Fig. 1: a small window of the routed layout
Window x 83 to 123, y 83 to 123 um. Cells in gray, sequential cells in the stronger gray; small squares are vias.
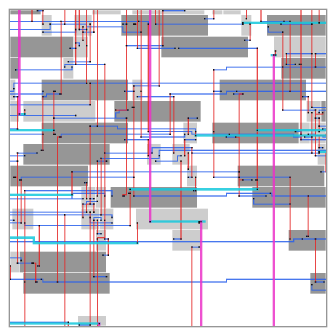
Fig. 2: clock wires, drivers and flops
Scale bar: 50 um.
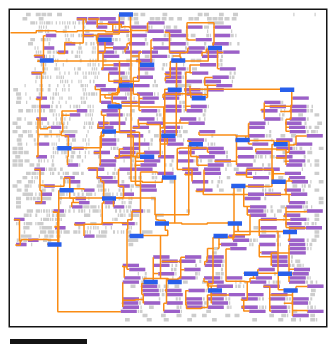
Design fetch_queue, sky130hd; sources not shown.
==> run summary <==
Summary of the current implementation state.

- In this run the post-CTS setup repair buffer count came out at 0.
- The longest clock path from root to sink contains 3 buffers.
- The power consumed by sequential cells is 3.20 mW, for reference.
- Global routing used 20.9% of the available met1 tracks.
- All stages included, the depth of the critical timing path comes to 5.
- The kind of end point of the critical path is an output port, for reference.
- Based on the critical path, the design can be clocked at up to 263 MHz.
- The global-route track usage on met2 is about a quarter, for reference.
- The number of filler cells placed in the layout is around 4000, for reference.
- The fraction of power spent switching nets is 24.2%, for reference.
- The switching component of the power was reported as roughly 1.6 mW.
- The cell area reported after detailed placement is 14700 um^2, for reference.
- The number of antenna diodes in the final layout is 0.
- Total power for the finished layout comes to 6.60 mW.
- The clock edge transition at the registers on the reported setup and hold paths is 0.06 ns, for reference.
- The most common cell in the synthesized netlist is edfxtp_1, for reference.
- The final instance count without filler cells is 1852, for reference.
- Measured along the x axis, the die boundary spans 206 um.
- The clock net in this run drives a total of 297 sinks.
- The cell sitting at the root of the clock tree is a clkbuf_16.
- The smallest setup slack after layout is 0.594 ns, for reference.
- Of all power groups, the one with the highest power is sequential cells.
- The stage-log warning count is 39, for reference.
- The run reported a max-capacitance violation count of 0.
- Per the synth stats, the proportion of register bits with asynchronous set or reset is 0%.
- In this run, power in combinational logic comes to approximately 610 uW.
- By instance count after routing, the leading logic cell types are edfxtp_1, nor2_1, nand2_1.
- Sequential cells were found to cover between 60% and 70% of the synthesized design area.
- Yosys reported a register bit count of 297.
- The run finished with clean final reports.
- The kind of cell with the highest combined delay along the critical path is buffers and inverters.
- For the finished layout, the period the worst path requires is 3.81 ns.
- The final number of max-transition violations is 0, for reference.
- The overall routing resource usage is 15.1%, for reference.
- The top logic cell by instance count in the layout is edfxtp_1, for reference.
- The first global-routing pass estimated slightly below 50000 um of wire.
- The number of enable-type register cells in the synthesized netlist is 248, for reference.
- The power density over the cells is 417 nW/um^2, for reference.
- Per the timing report, the biggest fanout along the worst path comes to 30.
- The die boundary height is just over 200 um, for reference.
- The data required time reported for the critical path is 3.52 ns.
- The area fraction of the dominant cell type after synthesis is between 50% and 60%, for reference.
- The flip-flop count of the largest register, all copies and words added is approximately 130, for reference.
- The length in cells of the worst reg-to-reg path is 15, for reference.
- The total cell area reported by yosys after synthesis is approximately 12000 um^2, for reference.
- The vias per cell is 4.70, for reference.
- The part of the total power dissipated in combinational logic is under 10%, for reference.
- The internal power is 5.00 mW, for reference.
- The number of warning messages in the yosys log is 0, for reference.
- The met3 track demand over resource is 2.71%, for reference.
- The wire length reported by the detailed router is 32000 um, for reference.
- The cell count in the Yosys report is approximately 1100, for reference.
- The critical path arrival is between 2 and 3 ns, for reference.
- The initial DRC count is 444, for reference.
- The cell area after layout is 15800 um^2, for reference.
- Between the synthesized netlist and the finished layout, the area growth was recorded as 27.3%.
- The count of buffers inserted at the top-level ports is 161, for reference.
- In this run the standard cell core region covers 40800 um^2.
- On the worst path, the slowest cell contributes a delay of 0.84 ns.
- The worst hold slack is 0.476 ns, for reference.
- Clock tree synthesis inserted a total of 35 buffers.
- The clock H-tree reported by CTS has 2 levels.
- The number of gates resized after CTS was 0.
- By area the synthesized netlist is led by edfxtp_1, dfxtp_1, nor2_1.
- For reference, the most critical setup path is categorized as flip-flop to output port.
## Picture notes: Fig. 1
- met1: blue
- met2: red
- met3: cyan
- met4: magenta
- cells with their middle in the window: 41
- most frequent: edfxtp_1 (17), nor2_1 (9), o21ai_0 (6)
- sequential cells in the window: 17

## Picture notes: Fig. 2
- flip-flops: purple (count 297)
- cells driving clock nets: blue (count 35)
- clock wires: orange (length 4000 um)
- flops lie: all over the die
- routed clock nets: 36
clk ins delay skew pair: 0.53 ns
share of total power in the clock network: 42.4%
power in the clock group: 2.80 mW
Layout Skew: 0.0209 ns

## final cells by class
class                      instances  area share [%]
clock buffer                      45            5.96
clock inverter                    17            1.13
inverter                          65            1.55
multi-input combinational        711            22.3
sequential                       297            53.3
tap                              532            4.20
timing repair buffer             185            11.6
## metal layers
metal	up-vias	share of wire, %
met5	-	0
met4	0	2.4
met3	54	5.4
met2	239	45
met1	4142	47
li1	4266	-
## logic make-up after synthesis
| group | Yosys count | synth area share, % |
|---|---|---|
| AOI/OAI and AO/OA | 251 | 10.9 |
| buffers and inverters | 122 | 4.03 |
| and+or+nand+nor | 411 | 13.2 |
| xor gates and xnor gates | 22 | 1.55 |
| adders and majority gates | 23 | 2.50 |
| other | 1 | 0.0302 |
| DFF | 297 | 67.8 |
No activity file was given, so power comes from the tool's default toggle rates.
